`src/rtl/reg_check_monitor.sv`:
```
// Register-file end-state checker: shadows DUT writebacks for a fixed window,
// then compares each shadow register against a preloaded expected table.
module reg_check_monitor #(
    parameter int          XLEN       = 32,
    parameter int          NUM_REGS   = 9,
    parameter int          RUN_CYCLES = 100,
    parameter logic [31:0] LINK_MASK  = 32'h0000_0042
) (
    input  logic            clk,
    input  logic            reset,
    input  logic            exp_we,
    input  logic [4:0]      exp_addr,
    input  logic [XLEN-1:0] exp_data,
    input  logic            start,
    input  logic            rf_we,
    input  logic [4:0]      rf_addr,
    input  logic [XLEN-1:0] rf_wdata,
    input  logic            jump,
    output logic            busy,
    output logic            done,
    output logic            pass,
    output logic [5:0]      err_count,
    output logic [4:0]      first_err_idx,
    output logic [15:0]     jump_count
);

    localparam logic [1:0] S_IDLE = 2'd0;
    localparam logic [1:0] S_RUN  = 2'd1;
    localparam logic [1:0] S_SCAN = 2'd2;
    localparam logic [1:0] S_DONE = 2'd3;

    localparam int             CW        = (RUN_CYCLES > 1) ? $clog2(RUN_CYCLES) : 1;
    localparam logic [CW-1:0]  CYC_LAST  = CW'(RUN_CYCLES - 1);
    localparam logic [4:0]     SCAN_LAST = 5'(NUM_REGS - 1);

    logic [1:0]    state;
    logic [CW-1:0] cyc;
    logic [4:0]    scan_idx;
    logic [31:0]   mm_vec;
    logic          idle_or_done, go, exp_wr_ok, rf_wr_ok, run_clear;

    assign idle_or_done = (state == S_IDLE) || (state == S_DONE);
    assign go           = start && idle_or_done;
    assign exp_wr_ok    = !reset && exp_we && idle_or_done;
    assign rf_wr_ok     = !reset && rf_we && (state == S_RUN);
    assign run_clear    = reset || go;

    // One slot per architectural register; slots past NUM_REGS always match,
    // which lets the scan index the 32-bit mismatch vector with a full 5-bit index.
    for (genvar i = 0; i < 32; i++) begin : g_reg
        if (i < NUM_REGS) begin : g_live
            logic [XLEN-1:0] exp_q;
            logic [XLEN-1:0] sh_q;

            always_ff @(posedge clk) begin
                if (exp_wr_ok && exp_addr == 5'(i))
                    exp_q <= exp_data;
            end

            if (i == 0) begin : g_zero
                assign sh_q = '0;
            end else begin : g_shadow
                always_ff @(posedge clk) begin
                    if (run_clear)
                        sh_q <= '0;
                    else if (rf_wr_ok && rf_addr == 5'(i))
                        sh_q <= rf_wdata;
                end
            end

            // Link registers hold return addresses that vary run to run, so any
            // nonzero value counts as "was written".
            assign mm_vec[i] = !((sh_q == exp_q) || (LINK_MASK[i] && (sh_q != '0)));
        end else begin : g_pad
            assign mm_vec[i] = 1'b0;
        end
    end

    always_ff @(posedge clk) begin
        if (reset) begin
            state         <= S_IDLE;
            cyc           <= '0;
            scan_idx      <= '0;
            err_count     <= '0;
            first_err_idx <= '0;
            jump_count    <= '0;
            busy          <= 1'b0;
            done          <= 1'b0;
            pass          <= 1'b0;
        end else begin
            busy <= (state == S_RUN) || (state == S_SCAN) || go;
            done <= (state == S_DONE) && !go;
            pass <= (state == S_DONE) && !go && (err_count == 6'd0);

            case (state)
                S_IDLE, S_DONE: begin
                    if (start) begin
                        state         <= S_RUN;
                        cyc           <= '0;
                        scan_idx      <= '0;
                        err_count     <= '0;
                        first_err_idx <= '0;
                        jump_count    <= '0;
                    end
                end
                S_RUN: begin
                    if (jump && jump_count != 16'hFFFF)
                        jump_count <= jump_count + 16'd1;
                    if (cyc == CYC_LAST) begin
                        state    <= S_SCAN;
                        scan_idx <= '0;
                    end else begin
                        cyc <= cyc + CW'(1);
                    end
                end
                S_SCAN: begin
                    if (mm_vec[scan_idx]) begin
                        if (err_count == 6'd0)
                            first_err_idx <= scan_idx;
                        if (err_count != 6'd63)
                            err_count <= err_count + 6'd1;
                    end
                    if (scan_idx == SCAN_LAST)
                        state <= S_DONE;
                    else
                        scan_idx <= scan_idx + 5'd1;
                end
                default: state <= S_IDLE;
            endcase
        end
    end

endmodule

```
`config.mk`:
```
export PLATFORM = sky130hd
export DESIGN_NAME = reg_check_monitor
export DESIGN_NICKNAME = d
export VERILOG_FILES = /design/src/rtl/reg_check_monitor.sv
export SDC_FILE = /design/constraint.sdc
export NUM_CORES = 1
export LEC_CHECK = 0
export ABC_AREA = 1
export CORE_ASPECT_RATIO = 0.9
export CORE_MARGIN = 8
export CORE_UTILIZATION = 29
export CTS_CLUSTER_DIAMETER = 100
export CTS_CLUSTER_SIZE = 16
export DETAILED_ROUTE_END_ITERATION = 6
export HOLD_SLACK_MARGIN = 0.02
export PLACE_DENSITY_LB_ADDON = 0.1
export SYNTH_ARGS = -nofsm -noshare
export SYNTH_HDL_FRONTEND = slang
export SYNTH_SLANG_ARGS = --single-unit
```
`constraint.sdc`:
```
create_clock -name clk -period 3.7 [get_ports clk]
set_input_delay 0.74 -clock clk [delete_from_list [all_inputs] [get_ports clk]]
set_output_delay 0.74 -clock clk [all_outputs]
set_load 0.01 [all_outputs]
```
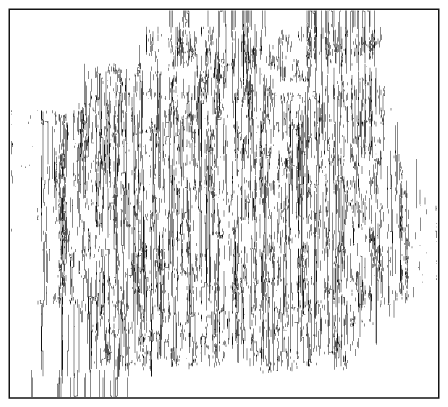
run_1/m2.png
nets with wire on the layer: 2032
main direction: vertical
wire length on this layer: 33.8 mm

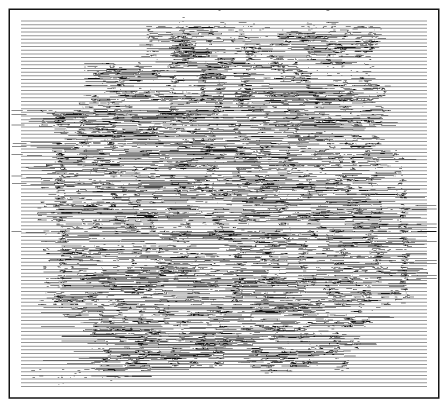
run_1/m1.png
Supply wires on this layer in gray.
main direction: horizontal
share of all routed wire: 49%

==> results.ini, run 1 <==
[cells_and_area]
largest_register_ffs = 288
areaGrowthSynthToFinish_pct = 16.1
nFillCells = 8242

[placed_design]
placed_area_mm2 = 0.0265
portBuffers = 109

[setup_path]
crit_cells = 7
worstPathArrival_ns = 2.94
crit_type = flop to flop

[logic_synthesis]
yosys_warnings = 0
ys_ff = 588

[routing]
antenna_left = 0
drtIter0Drc = 1296
wl_met1_um = 37200
drc = 0
highest_layer = met4

[final_timing]
tightest_slew_ns = 0.938
min_period_ns = 2.66
clock.fmax_ghz = 0.376
setup_viol = 0

[global_routing]
gr-usage-met3_pct = 1.83
grt_max_degree = 71
grt_pass1_wl_um = 110000
grt_usage_pct = 15.9
antenna_found_initial = 17

[clock_network]
cts_buffers = 43
postCtsSetupBuffers = 0
cts.repair.resized = 0

[power]
ir_worst_vdd_v = 0.000285
cellInternalPower_mw = 9.70

[die]
coreArea_mm2 = 0.0822
die_area_mm2 = 0.0919

[status]
status = complete, no violations

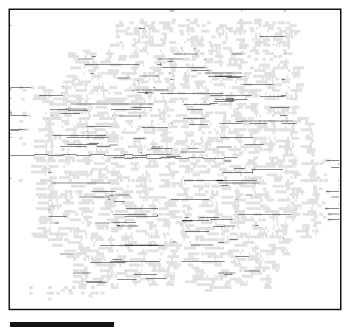
run_1/m3.png
Bar = 100 um.
nets with wire on the layer: 110
wire length on this layer: 3110 um
main direction: horizontal
share of all routed wire: 4.1%

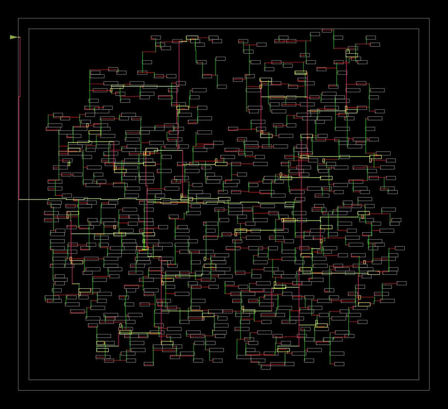
run_1/clock_nets.png
Clk. pwr: 4.64 mW
clk ins delay skew pair: 0.60 ns
clkbuf count: 75

==> run 1: synth_stat cells (all sizes together) <==
cell type    n  area [um^2]
nand2      398         1510
nor2       382         1440
inv        308         1160
o21ai      305         1530
dfxtp      300         6010
edfxtp     288         8650
a21oi      172          865
xnor2      113          990
clkbuf      72          270
nand3       49          280
nand4       43          284
nor3        30          171
xor2        24          210
nor4        15         93.8
buf         11         67.6
ha          10          125
or2          9         56.3
nor3b        8         65.1
a211oi       4         35.0
o22ai        4         25.0
nand3b       3         22.5
clkinv       2         7.51
o2111ai      2         17.5
a21o         1         7.51
o211a        1         10.0
==> run 1: cell families after synthesis <==
logic type | share of synthesized area, %
simple gates | 16.4
flops | 61.3
compound gates | 10.4
buf+inv | 6.29
xor+xnor | 5.02
fa+ha+maj | 0.523
==> run 1: final timing paths <==
kind	start	end	slack, ns
worst min-delay path	g_reg[5].g_live.sh_q[26]	g_reg[5].g_live.sh_q[26]	0.46
worst min register to register	g_reg[5].g_live.sh_q[26]	g_reg[5].g_live.sh_q[26]	0.46
worst max-delay path	state[0]	g_reg[3].g_live.exp_q[28]	1.04
worst max register to register	state[0]	g_reg[3].g_live.exp_q[28]	1.04
==> run 1: cell type report <==
type                    instances  area, um^2  area share (%)
well taps                    1071        1340            4.83
diodes                          4        10.0          0.0361
repair buffers                140        1490            5.35
clock buffers                  75        1220            4.39
flip-flops and latches        588       14700            52.8
inverters                     310        1170            4.22
multi-input cells            1573        7830            28.2
clock inverters                 5        53.8           0.194
==> run 1: metrics by stage <==
stage	std cells	TNS, ns	util, %	hold WS [ns]
2_1_floorplan	2554	-25.39	-	0.436
3_3_place_gp	3682	0	32.2	0.443
3_5_place_dp	3682	0	32.2	0.449
4_1_cts	3762	0	33.8	0.462
5_1_grt	3764	0	33.8	0.478
6_report	3766	0	33.8	0.460
==> inputs of run 2 (changes only) <==
==> constraint.sdc (replaced) <==
create_clock -name clk -period 2.6 [get_ports clk]
set_input_delay 0.52 -clock clk [delete_from_list [all_inputs] [get_ports clk]]
set_output_delay 0.52 -clock clk [all_outputs]
set_load 0.01 [all_outputs]
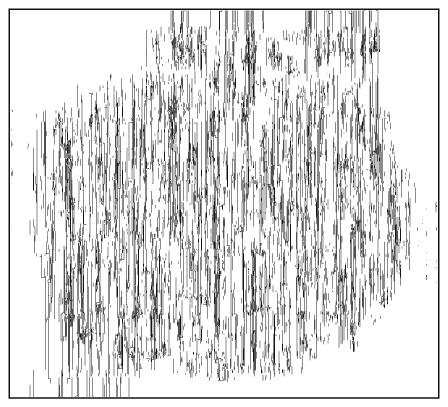
run_2/m2.png
share of all routed wire: 44%
longest straight run: 111 um
main direction: vertical

==> run 2 against run 1 <==
  * Non-clock buffer count up 60
  * Flip-flop count stayed put
  * Final cell count rose by 1.5%
  * Die size did not move
  * Critical endpoint is now first_err_idx[2]
  * Design area is 2.1% higher
  * Register-to-register slack worse by 0.82 ns
==> results.ini, run 2 <==
[power]
clk-power_mw = 6.49  ; +40%
cellInternalPower_mw = 13.8  ; +43%
ir_worst_vdd_v = 0.000561  ; +97%
p_comb_share_pct = 13.1

[clock_network]
postCtsSetupBuffers = 0  ; unchanged
cts_tree = yes
cts.repair.resized = 0  ; unchanged
clock_latency_ns = 0.59  ; about the same
cts_buffers = 42  ; -2.3%

[final_timing]
setup_viol = 0  ; unchanged
clock.fmax_ghz = 0.421  ; +12%
min_period_ns = 2.38  ; -0.284 ns
tightest_slew_ns = 0.808  ; -0.130 ns
skew_ns = 0.0166

[routing]
drc = 0  ; unchanged
drt_pre_antenna_iters = 5
routed_wirelength_um = 77400
drtIter0Drc = 1269  ; -2.1%
antenna_left = 0  ; unchanged

[placed_design]
placed_area_mm2 = 0.0271  ; +2.4%
portBuffers = 109  ; unchanged

[logic_synthesis]
ff_type = dfxtp_1
ys_ff = 588  ; unchanged
async_flop_share_pct = 0  ; unchanged
yosys.area.top_type = edfxtp_1
yosys_warnings = 0  ; unchanged
synth-edff-count = 288  ; unchanged
synthTopCellsByArea = edfxtp_1 (36%), dfxtp_1 (25%), o21ai_0 (6.3%), nand2_1 (6.2%), nor2_1 (6.0%)
synth.most_common_cell = nand2_1
top_cells_by_count = nand2_1 (394), nor2_1 (380), o21ai_0 (303)

[die]
die_area_mm2 = 0.0919  ; unchanged
coreArea_mm2 = 0.0822  ; unchanged

[setup_path]
crit_cells = 17  ; +10
r2r-end = first_err_idx[2]
worstPathArrival_ns = 2.86  ; -0.08 ns
reg2reg_slack_ns = 0.22  ; -0.82 ns
crit_type = flop to flop
worstReg2RegStart = g_reg[4].g_live.exp_q[29]

[global_routing]
grt_usage_pct = 16.5  ; +0.60 points
grt_pass1_wl_um = 114000  ; +2.9%
antenna_found_initial = 18  ; +1
grt_max_degree = 65  ; -8.5%

[cells_and_area]
nFillCells = 8240  ; -0.024%
area.sequential_mm2 = 0.0147  ; unchanged
areaGrowthSynthToFinish_pct = 18.6
largest_register_ffs = 288  ; unchanged

[worst_hold_path]
min_from = first_err_idx[4]
whs_endpoint = first_err_idx[4]

[status]
status = complete, no violations

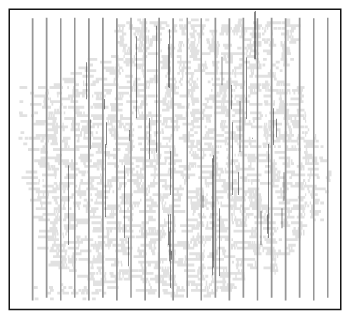
run_2/m4.png
Supply wires on this layer in gray.
nets with wire on the layer: 26
main direction: vertical
share of all routed wire: 2.3%
longest straight run: 122 um
wire length on this layer: 1750 um

-- run 2: worst max-delay path by stage --
stage                                   start  slack, ns                        end
detailed placement                      reset       0.11    g_reg[2].g_live.sh_q[9]
CTS                 g_reg[4].g_live.exp_q[29]       0.20               err_count[3]
floorplan                            state[0]      -0.45   g_reg[0].g_live.exp_q[0]
global placement                        reset       0.12  g_reg[7].g_live.exp_q[17]
finish              g_reg[4].g_live.exp_q[29]       0.22           first_err_idx[2]
global route                         state[0]       0.05                     cyc[6]
-- run 2: area by class of cell --
cell class              count  area share (%)
flip-flops and latches    588            51.7
diodes                      3          0.0265
clock buffers              74            4.20
multi-input cells        1573            27.7
well taps                1071            4.73
repair buffers            200            7.41
inverters                 310            4.13
clock inverters             3           0.119
-- run 2: per-layer routing --
layer | track usage [%] | vias to the layer above | share of wire (%)
li1 | - | 8700 | -
met1 | 23.7 | 8428 | 49
met2 | 26.3 | 369 | 44
met3 | 2.04 | 87 | 4.3
met4 | 4.15 | 2 | 2.3
met5 | 0 | - | 0.017
-- run 2: stage by stage --
stage | setup TNS (ns) | cells | util, %
after detailed placement | 0 | 3742 | 33.0
after CTS | 0 | 3819 | 34.5
final | 0 | 3822 | 34.5
after floorplan | -102.09 | 2554 | -
after global routing | 0 | 3819 | 34.5
after global placement | 0 | 3742 | 33.0
-- run 2: cell families (layout without fill, tap and decap cells) --
kind of cell	after synthesis	after routing	share of synthesized area (%)
buffers and inverters	393	587	6.29
AOI/OAI and AO/OA	489	489	10.4
adders and majority gates	10	10	0.523
other	0	3	0
and+or+nand+nor	937	937	16.4
xor gates and xnor gates	137	137	5.02
DFF	588	588	61.3
-- run 2: worst reg2reg max path, delay by kind of cell, from the launching register on --
kind                   cells  cell delay [ns]
DFF                        1             0.38
buffers and inverters      3             0.56
and+or+nand+nor           14             1.31
==> inputs of run 3 (changes only) <==
--- a/config.mk
+++ b/config.mk
@@ -8,12 +8,13 @@
 export ABC_AREA = 1
 export CORE_ASPECT_RATIO = 0.9
 export CORE_MARGIN = 8
-export CORE_UTILIZATION = 29
+export CORE_UTILIZATION = 36
 export CTS_CLUSTER_DIAMETER = 100
 export CTS_CLUSTER_SIZE = 16
 export DETAILED_ROUTE_END_ITERATION = 6
 export HOLD_SLACK_MARGIN = 0.02
 export PLACE_DENSITY_LB_ADDON = 0.1
+export SLEW_MARGIN = 20
 export SYNTH_ARGS = -nofsm -noshare
 export SYNTH_HDL_FRONTEND = slang
 export SYNTH_SLANG_ARGS = --single-unit
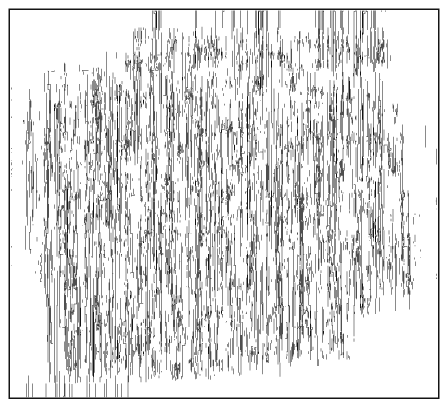
run_3/m2.png
main direction: vertical
longest straight run: 94.2 um

==> run 3 against run 2 <==
  * Clock-buffer cell count down 1
  * Critical endpoint is now err_count[5]
  * Hold slack better by 0.0034 ns
  * Final cell count down 6.2%
  * Critical path depth unchanged
  * Design area down 1.8%
  * Non-clock buffer count down 27
  * Core utilization up 7.9 points
==> results.ini, run 3 <==
[setup_path]
r2r-end = err_count[5]
worstReg2RegStart = g_reg[7].g_live.exp_q[29]
reg2reg_slack_ns = 0.26  ; +0.03 ns

[logic_synthesis]
yosys.area.top_type = edfxtp_1
top_cells_by_count = nand2_1 (394), nor2_1 (380), o21ai_0 (303)
synth-edff-count = 288  ; unchanged
ys_ff = 588  ; unchanged
ff_type = dfxtp_1
yosys_warnings = 0  ; unchanged

[clock_network]
clock_latency_ns = 0.59  ; about the same
cts_tree = yes
postCtsSetupBuffers = 0  ; unchanged

[worst_hold_path]
min_from = g_reg[7].g_live.sh_q[12]
whs_endpoint = g_reg[7].g_live.sh_q[12]

[final_timing]
clock.fmax_ghz = 0.427  ; +1.4%
setup-tns-final_ns = 0  ; unchanged
tightest_slew_ns = 0.926  ; +0.118 ns
setup_viol = 0  ; unchanged
skew_ns = 0.0202  ; +0.00362 ns

[routing]
wl_met2_um = 31700  ; -7.7%
wl_met3_um = 3400  ; +1.3%
highest_layer = met4
drc = 0  ; unchanged

[power]
ir_worst_vdd_v = 0.000437  ; -22%

[cells_and_area]
areaGrowthSynthToFinish_pct = 16.4
area.sequential_mm2 = 0.0147  ; unchanged
nFillCells = 6320  ; -23%

[global_routing]
gr-usage-met3_pct = 2.29  ; +0.24 points
grt_usage_pct = 18.7  ; +2.2 points
grt_pass1_wl_um = 106000  ; -6.3%

[placed_design]
portBuffers = 109  ; unchanged

[status]
status = complete, no violations

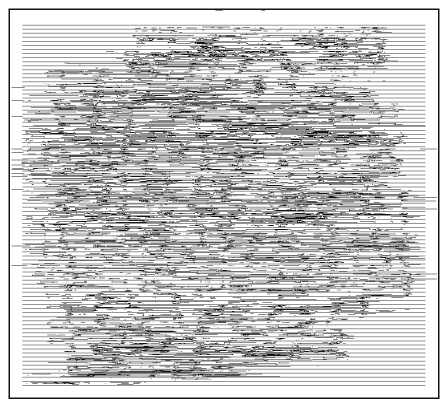
run_3/m1.png
Supply wires on this layer in gray.
longest straight run: 80.5 um
wire length on this layer: 34.7 mm
nets with wire on the layer: 2659

-- run 3: cell counts after synthesis --
Identical to the previous run, type by type.
-- run 3: per-stage QoR --
stage | hold WS (ns) | std cells | util (%) | instance area, um^2
floorplan | 0.436 | 2554 | - | 23900
global placement | 0.443 | 3508 | 40.6 | 26600
detailed placement | 0.449 | 3508 | 40.6 | 26600
CTS | 0.460 | 3584 | 42.4 | 27800
global route | 0.473 | 3584 | 42.4 | 27800
finish | 0.460 | 3584 | 42.4 | 27800
-- run 3: worst max-delay path by stage --
stage | start | to | slack [ns] | cells past startpoint
final | g_reg[7].g_live.exp_q[29] | err_count[5] | 0.26 | 17
after global routing | g_reg[6].g_live.exp_q[17] | first_err_idx[2] | 0.0007 | 16
after CTS | g_reg[7].g_live.exp_q[29] | first_err_idx[1] | 0.15 | 17
after detailed placement | reset | g_reg[1].g_live.exp_q[25] | 0.08 | 7
after global placement | reset | g_reg[1].g_live.exp_q[25] | 0.05 | 7
after floorplan | state[0] | g_reg[0].g_live.exp_q[0] | -0.45 | 6
-- run 3: final cells by class --
| cell class | count | area share, % |
|---|---|---|
| clock buffers | 73 | 4.27 |
| clock inverters | 3 | 0.121 |
| inverters | 310 | 4.21 |
| multi-input cells | 1573 | 28.2 |
| flip-flops and latches | 588 | 52.7 |
| well taps | 864 | 3.88 |
| repair buffers | 173 | 6.64 |
-- run 3: kinds of logic after synthesis --
logic type | synth area share (%)
buffers and inverters | 6.29
and+or+nand+nor | 16.4
xor gates and xnor gates | 5.02
DFF | 61.3
AOI/OAI and AO/OA | 10.4
adders and majority gates | 0.523
-- run 3: report_power, final --
part	internal [mW]	switching [mW]	total (mW)	leakage, nW
clock network	3.13	3.26	6.39	0.581
logic	0.829	1.59	2.42	4.34
registers	9.84	0.101	9.94	5.01
total	13.8	4.95	18.7	9.93
Power is estimated from default activity; no workload was simulated.
